<file path="src/rtl/conv_encoder_213_pkg.sv">
// Shared constants, state encoding and parity helper for the (2,1,3) encoder.
package conv_encoder_213_pkg;

  localparam int N = 2;
  localparam int M = 2;
  localparam logic [M:0] G0 = 3'b111;
  localparam logic [M:0] G1 = 3'b101;
  localparam int DEF_FRAME_LEN = 21;
  localparam int DEF_SYM_HOLD = 3;
  localparam int HOLD_W = 4;

  typedef enum logic [1:0] {
    IDLE = 2'd0,
    DATA = 2'd1,
    TAIL = 2'd2,
    DONE = 2'd3
  } enc_state_t;

  // Tap vector is ordered {current input, s[1], s[0]}.
  function automatic logic parity(input logic [M:0] g, input logic [M:0] v);
    return ^(g & v);
  endfunction

endpackage

</file>
<file path="src/rtl/conv_encoder_213_core.sv">
// Shift register plus parity network; code is combinational on the presented bit.
module enc_213_core
  import conv_encoder_213_pkg::*;
(
  input  logic         clock,
  input  logic         reset,
  input  logic         clr,
  input  logic         load,
  input  logic         d,
  output logic [N-1:0] code
);

  logic [M-1:0] s;

  always_ff @(posedge clock or posedge reset) begin
    if (reset) begin
      s <= '0;
    end else if (clr) begin
      s <= '0;
    end else if (load) begin
      s <= {d, s[M-1:1]};
    end
  end

  always_comb begin
    code = {parity(G0, {d, s}), parity(G1, {d, s})};
  end

endmodule

</file>
<file path="src/rtl/conv_encoder_213.sv">
// Frame-level control: accepts FRAME_LEN bits, appends M zero tail bits, holds each symbol SYM_HOLD clocks.
module conv_encoder_213
  import conv_encoder_213_pkg::*;
#(
  parameter int FRAME_LEN = DEF_FRAME_LEN,
  parameter int SYM_HOLD  = DEF_SYM_HOLD
) (
  input  logic         clock,
  input  logic         reset,
  input  logic         start,
  input  logic         din,
  input  logic         din_valid,
  output logic         din_ready,
  output logic [N-1:0] Tx,
  output logic         seq_ready,
  output logic         busy,
  output logic         frame_done,
  output enc_state_t   dbg_state
);

  // Handshake: a bit transfers on a rising edge where din_valid && din_ready;
  // each transferred (or tail) symbol then shows seq_ready for SYM_HOLD clocks.
  localparam int BW = $clog2(FRAME_LEN + 1);
  localparam logic [BW-1:0] LAST_BIT = BW'(FRAME_LEN - 1);
  localparam logic [BW-1:0] MAX_BIT = BW'(FRAME_LEN);
  localparam logic [HOLD_W-1:0] HOLD_INIT = HOLD_W'(SYM_HOLD - 1);
  localparam logic [1:0] LAST_TAIL = 2'(M - 1);

  enc_state_t          state, state_nxt;
  logic [BW-1:0]       bit_cnt;
  logic [1:0]          tail_cnt;
  logic [HOLD_W-1:0]   hold_cnt;
  logic                load, load_d, frame_start, done_nxt;
  logic [N-1:0]        code;

  enc_213_core u_core (
    .clock (clock),
    .reset (reset),
    .clr   (frame_start),
    .load  (load),
    .d     (load_d),
    .code  (code)
  );

  always_ff @(posedge clock or posedge reset) begin
    if (reset) begin
      state      <= IDLE;
      bit_cnt    <= '0;
      tail_cnt   <= '0;
      hold_cnt   <= '0;
      Tx         <= '0;
      seq_ready  <= 1'b0;
      frame_done <= 1'b0;
    end else begin
      state      <= state_nxt;
      frame_done <= done_nxt;
      if (frame_start) begin
        bit_cnt  <= '0;
        tail_cnt <= '0;
      end
      if (load) begin
        Tx        <= code;
        hold_cnt  <= HOLD_INIT;
        seq_ready <= 1'b1;
        if (state == DATA && bit_cnt != MAX_BIT) bit_cnt <= bit_cnt + 1'b1;
        if (state == TAIL) tail_cnt <= tail_cnt + 1'b1;
      end else begin
        // Last hold cycle has hold_cnt==0; seq_ready falls after it unless a new symbol loads.
        seq_ready <= (hold_cnt != '0);
        if (hold_cnt != '0) hold_cnt <= hold_cnt - 1'b1;
      end
    end
  end

  always_comb begin
    state_nxt   = state;
    din_ready   = 1'b0;
    load        = 1'b0;
    load_d      = 1'b0;
    frame_start = 1'b0;
    done_nxt    = 1'b0;
    case (state)
      IDLE: begin
        if (start) begin
          frame_start = 1'b1;
          state_nxt   = DATA;
        end
      end
      DATA: begin
        din_ready = (hold_cnt == '0);
        if (din_valid && din_ready) begin
          load   = 1'b1;
          load_d = din;
          if (bit_cnt == LAST_BIT) state_nxt = TAIL;
        end
      end
      TAIL: begin
        if (hold_cnt == '0) begin
          load = 1'b1;
          if (tail_cnt == LAST_TAIL) state_nxt = DONE;
        end
      end
      DONE: begin
        if (hold_cnt == '0) begin
          done_nxt  = 1'b1;
          state_nxt = IDLE;
        end
      end
      default: state_nxt = IDLE;
    endcase
  end

  assign busy      = (state != IDLE);
  assign dbg_state = state;

endmodule
</file>
<file path="config.mk">
export PLATFORM = sky130hd
export DESIGN_NAME = conv_encoder_213
export DESIGN_NICKNAME = d
export VERILOG_FILES = /design/src/rtl/conv_encoder_213_pkg.sv /design/src/rtl/conv_encoder_213_core.sv /design/src/rtl/conv_encoder_213.sv
export SDC_FILE = /design/constraint.sdc
export NUM_CORES = 1
export LEC_CHECK = 0
export CAP_MARGIN = 15
export CORE_ASPECT_RATIO = 0.9
export CORE_UTILIZATION = 55
export DETAILED_ROUTE_END_ITERATION = 6
export PLACE_DENSITY = 0.91
export SYNTH_ARGS = -nofsm -noshare
export SYNTH_HDL_FRONTEND = slang
export SYNTH_SLANG_ARGS = --single-unit
</file>
<file path="constraint.sdc">
create_clock -name clock -period 4.75 [get_ports clock]
set_input_delay 0.95 -clock clock [delete_from_list [all_inputs] [get_ports clock]]
set_output_delay 0.95 -clock clock [all_outputs]
set_load 0.05 [all_outputs]
</file>
Fig. 1: run 1, M1 wires
Bar = 10 microns. Cells faint in the background.
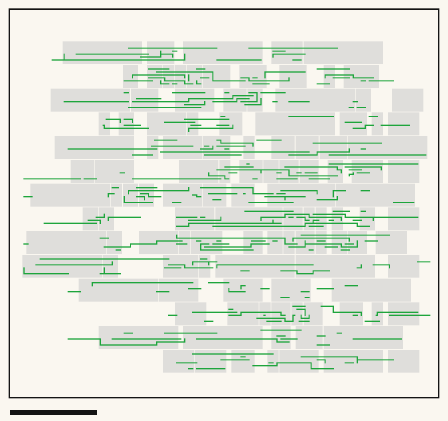
longest straight run = 17.0 microns
share of all routed wire = 45%
nets with wire on the layer = 114
vias: 768
met1 usage: 0.247

Fig. 2: run 1, the metal 2 layer
Bar = 10 microns. Cells faint in the background.
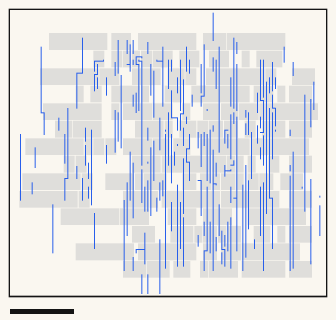
nets with wire on the layer = 108
wire length on this layer = 900 microns
main direction = vertical
share of all routed wire = 48%
met2 Usage GRT: 0.350
Post-Route WL: 1860 microns

==> out/metrics.cfg, run 1 <==
[yosys]
mux_share=0.0389
async_flop_share=1.00
simple_gate_area_frac=0.198
topCellsByArea=dfrtp_1 (43%), ha_1 (13%), nand3_1 (3.7%), inv_1 (3.4%), o21ai_0 (2.7%)
yosys_area_sq_um=1090
fp_nets=118
avgSynthCellArea_sq_um=10.7

[power_and_ir_drop]
p_seq_w=0.000248
switchingPower_w=0.000337
intPower_w=0.000402
clk-power_w=0.0000788
p_sw_frac=0.456
clockPowerShare=0.107

[cts]
clockBufferDepth=2
cts_resized=0
clk_pin_slew_ps=100

[finish]
regArea_sq_um=475
largest_register_ffs=5
logic_gates=72
antenna_cells=0

[critical_path]
crit_chain=inv_1, ha_1, nor3b_4, and2_1, clkdlybuf4s50_1
crit_path_top_delay_cell=clkdlybuf4s50_1
slowest_delay_ps=790
path_depth=5
critPathMaxFanout=13
crit_path_start=hold_cnt[0]$_DFFE_PP0P_

[worst_hold_path]
hold-path-cell-count=1
hp-start=hold_cnt[0]$_DFFE_PP0P_

[global_routing]
grt-ovfl-total=0

[routing]
viasPerCell=5.45
initialDrtViolationCount=6
dr.max_layer_used=met4

[final_timing]
post-route-period-util=0.724
tightest_slew_ps=693

[place]
pre_cts_slack_ps=1610

[die]
taps=24

[outcome]
status=finished clean

Fig. 3: run 1, signal wires on met3
Bar = 10 microns. Cells faint in the background.
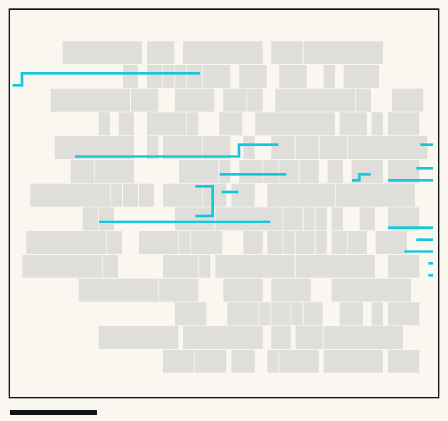
longest straight run = 20.2 microns
wire length on this layer = 102 microns
nets with wire on the layer = 14
grt met3 use: 0.0722

Fig. 4: run 1, I/O pins on the die edge
Bar = 10 microns. Pins as bars across the die edge, other pins in grey.
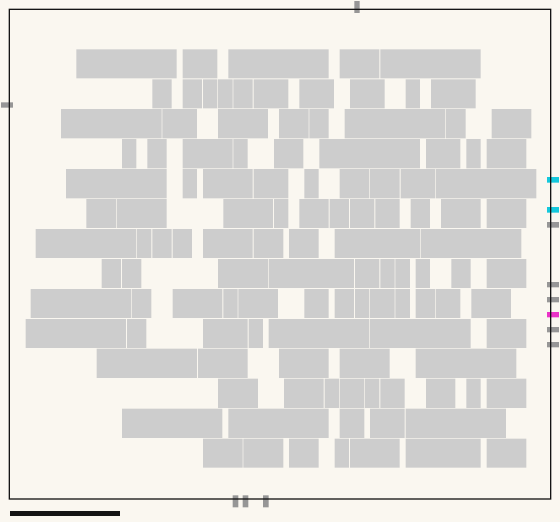
magenta -> din_ready  # pins 1, direction output, edge right
cyan -> Tx  # pins 2, direction output, edge right
all pins by edge = 8 right, 3 bottom, 1 left, 1 top
PortBufs: 12
Die Ht: 44.3 microns

Fig. 5: run 1, routing congestion
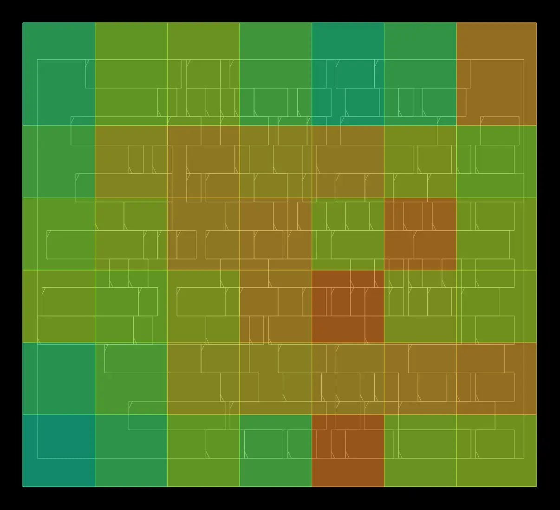

==> inputs of run 2 (changes only) <==
--- a/config.mk
+++ b/config.mk
@@ -7,9 +7,9 @@
 export LEC_CHECK = 0
 export CAP_MARGIN = 15
 export CORE_ASPECT_RATIO = 0.9
-export CORE_UTILIZATION = 55
+export CORE_UTILIZATION = 49
 export DETAILED_ROUTE_END_ITERATION = 6
-export PLACE_DENSITY = 0.91
+export PLACE_DENSITY = 0.86
 export SYNTH_ARGS = -nofsm -noshare
 export SYNTH_HDL_FRONTEND = slang
 export SYNTH_SLANG_ARGS = --single-unit
==> constraint.sdc (replaced) <==
create_clock -name clock -period 2.8 [get_ports clock]
set_input_delay 0.56 -clock clock [delete_from_list [all_inputs] [get_ports clock]]
set_output_delay 0.56 -clock clock [all_outputs]
set_load 0.05 [all_outputs]
Fig. 6: run 2, routing congestion
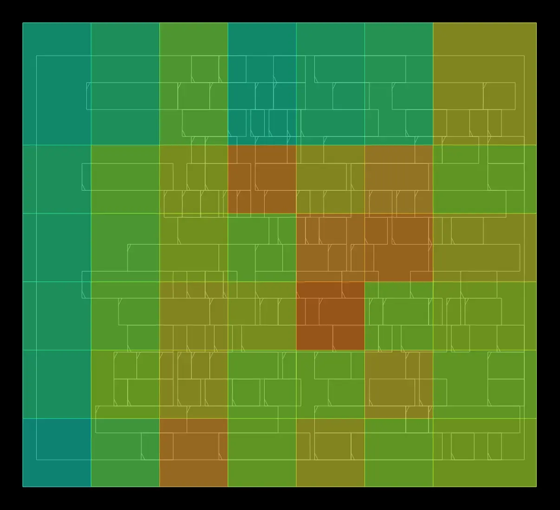
met2 Usage GRT: 0.318
busiest grt layer: met2

Fig. 7: run 2, I/O pins on the die edge
Bar = 20 microns. Pins as bars across the die edge, other pins in grey.
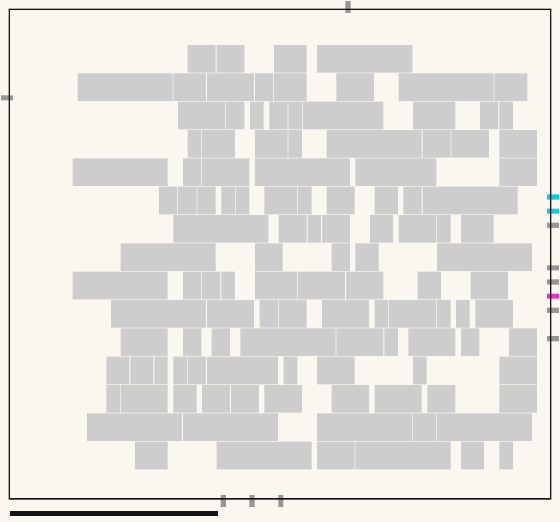
cyan -> Tx  # pins 2, direction output, edge right
magenta -> din_ready  # pins 1, direction output, edge right
all pins by edge = 8 right, 3 bottom, 1 left, 1 top
Die Ht: 46.8 microns
Die Span X: 51.8 microns

==> out/metrics.cfg, run 2 <==
[worst_hold_path]
hp-start=Tx[0]$_DFFE_PP0P_
hold-path-cell-count=2  ; +1

[power_and_ir_drop]
p_seq_w=0.000424  ; +71%
power_w=0.00126
p_sw_frac=0.456  ; +0.000696
intPower_w=0.000687  ; +71%
switchingPower_w=0.000577  ; +71%
clk-power_w=0.000134  ; +70%

[critical_path]
crit_chain=inv_1, ha_1, inv_1, clkdlybuf4s50_1
endpoint_kind=output pin
crit_path_start=dbg_state[0]$_DFFE_PP0P_
path_depth=4  ; -1
critPathRequiredTime_ps=2240
slowest_delay_ps=790  ; about the same
critPathMaxFanout=5  ; -8

[cts]
cts_resized=0  ; unchanged
clk_pin_slew_ps=110  ; about the same
cts.hold.buffers_added=0

[routing]
dr.max_layer_used=met4
viasPerCell=5.41  ; -0.76%
drt-total-wl_microns=1910  ; +2.4%
initialDrtViolationCount=10  ; +4
via_count=773  ; +0.65%

[outcome]
status=finished clean

[place]
pre_cts_slack_ps=634  ; -979 ps

[die]
taps=25  ; +4.2%

[finish]
fill_cells=159
regArea_sq_um=475  ; unchanged
antenna_cells=0  ; unchanged
logic_gates=72  ; unchanged
final_cells=143
largest_register_ffs=5  ; unchanged

[global_routing]
grtUsageMet3=0.0324  ; -0.0398
grt_pass1_vias=728
antenna_found_initial=0

[final_timing]
fin_skew_ps=5.37
post-route-period-util=0.887
tightest_slew_ps=715  ; +21.6 ps

[yosys]
mux_share=0.0389  ; unchanged
avgSynthCellArea_sq_um=10.7  ; unchanged
topCellsByArea=dfrtp_1 (43%), ha_1 (13%), nand3_1 (3.7%), inv_1 (3.4%), o21ai_0 (2.7%)
ys.flop_type=dfrtp_1
simple_gate_area_frac=0.198  ; unchanged
syn-cell-area_sq_um=1090
async_flop_share=1.00  ; unchanged
ys_cells=102
fp_nets=118  ; unchanged
yosys.cell_types.count=35

Fig. 8: run 2, the metal 2 layer
Bar = 20 microns. Cells faint in the background.
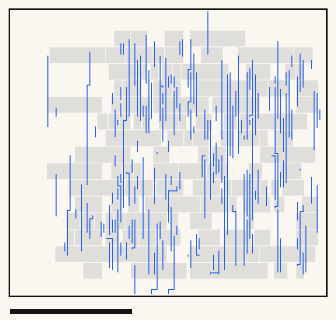

==> inputs of run 3 (changes only) <==
--- a/config.mk
+++ b/config.mk
@@ -9,6 +9,7 @@
 export CORE_ASPECT_RATIO = 0.9
 export CORE_UTILIZATION = 49
 export DETAILED_ROUTE_END_ITERATION = 6
+export GPL_TIMING_DRIVEN = 0
 export PLACE_DENSITY = 0.86
 export SYNTH_ARGS = -nofsm -noshare
 export SYNTH_HDL_FRONTEND = slang
Fig. 9: run 3, the metal 2 layer
Bar = 20 microns. Cells faint in the background.
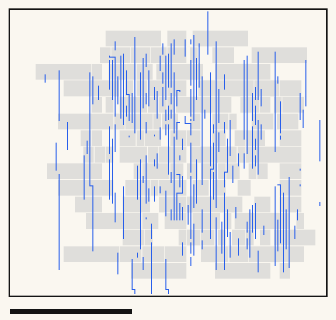
longest straight run = 27.2 microns
share of all routed wire = 47%
main direction = vertical
nets with wire on the layer = 112
vias: 777
Post-Route WL: 1840 microns

==> out/metrics.cfg, run 3 <==
[outcome]
status=finished clean

[die]
die_h_microns=46.8  ; unchanged
fp.dieW_microns=51.8  ; unchanged

[power_and_ir_drop]
clk-power_w=0.000136  ; about the same
p_sw_frac=0.454  ; -0.00226
power_w=0.00126  ; -0.64%
switchingPower_w=0.000570  ; -1.1%
intPower_w=0.000685  ; -0.23%
p_seq_w=0.000420  ; -0.9%

[global_routing]
grt_pass1_vias=748  ; +2.7%
gr-max-usage-layer=met2
grtUsageMet3=0.0453  ; +0.0129
antenna_found_initial=0  ; unchanged

[cts]
cts_resized=1  ; +1
clk_pin_slew_ps=110  ; about the same
cts.hold.buffers_added=0  ; unchanged

[finish]
largest_register_ffs=5  ; unchanged
logic_gates=72  ; unchanged
final_cells=143  ; unchanged
drive_gt1_frac=0.102
mostFrequentLayoutCells=dfrtp_1 (19), ha_1 (11), clkdlybuf4s50_1 (11)
antenna_cells=0  ; unchanged
fill_cells=153  ; -3.8%

[yosys]
avgSynthCellArea_sq_um=10.7  ; unchanged
fp_nets=118  ; unchanged
topCellsByArea=dfrtp_1 (43%), ha_1 (13%), nand3_1 (3.7%), inv_1 (3.4%), o21ai_0 (2.7%)
ys_cells=102  ; unchanged
syn-cell-area_sq_um=1090  ; unchanged
simple_gate_area_frac=0.198  ; unchanged
async_flop_share=1.00  ; unchanged

[critical_path]
critPathRequiredTime_ps=2240  ; about the same
critPathMaxFanout=10  ; +5
worstPathArrival_ps=1950
path_depth=6  ; +2
critPathBufInv=3
crit_path_start=hold_cnt[0]$_DFFE_PP0P_

[routing]
viasPerCell=5.43  ; +0.52%
dr.max_layer_used=met4
initialDrtViolationCount=13  ; +3

[final_timing]
post-route-period-util=0.896  ; +0.00858
fin_skew_ps=6.97  ; +1.60 ps

[worst_hold_path]
hold-path-cell-count=2  ; unchanged

[place]
pre_cts_slack_ps=67.5  ; -566 ps

Fig. 10: run 3, M1 wires
Bar = 20 microns. Cells faint in the background.
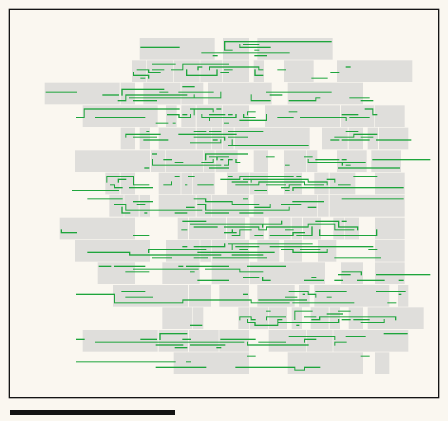
met1 usage: 0.220

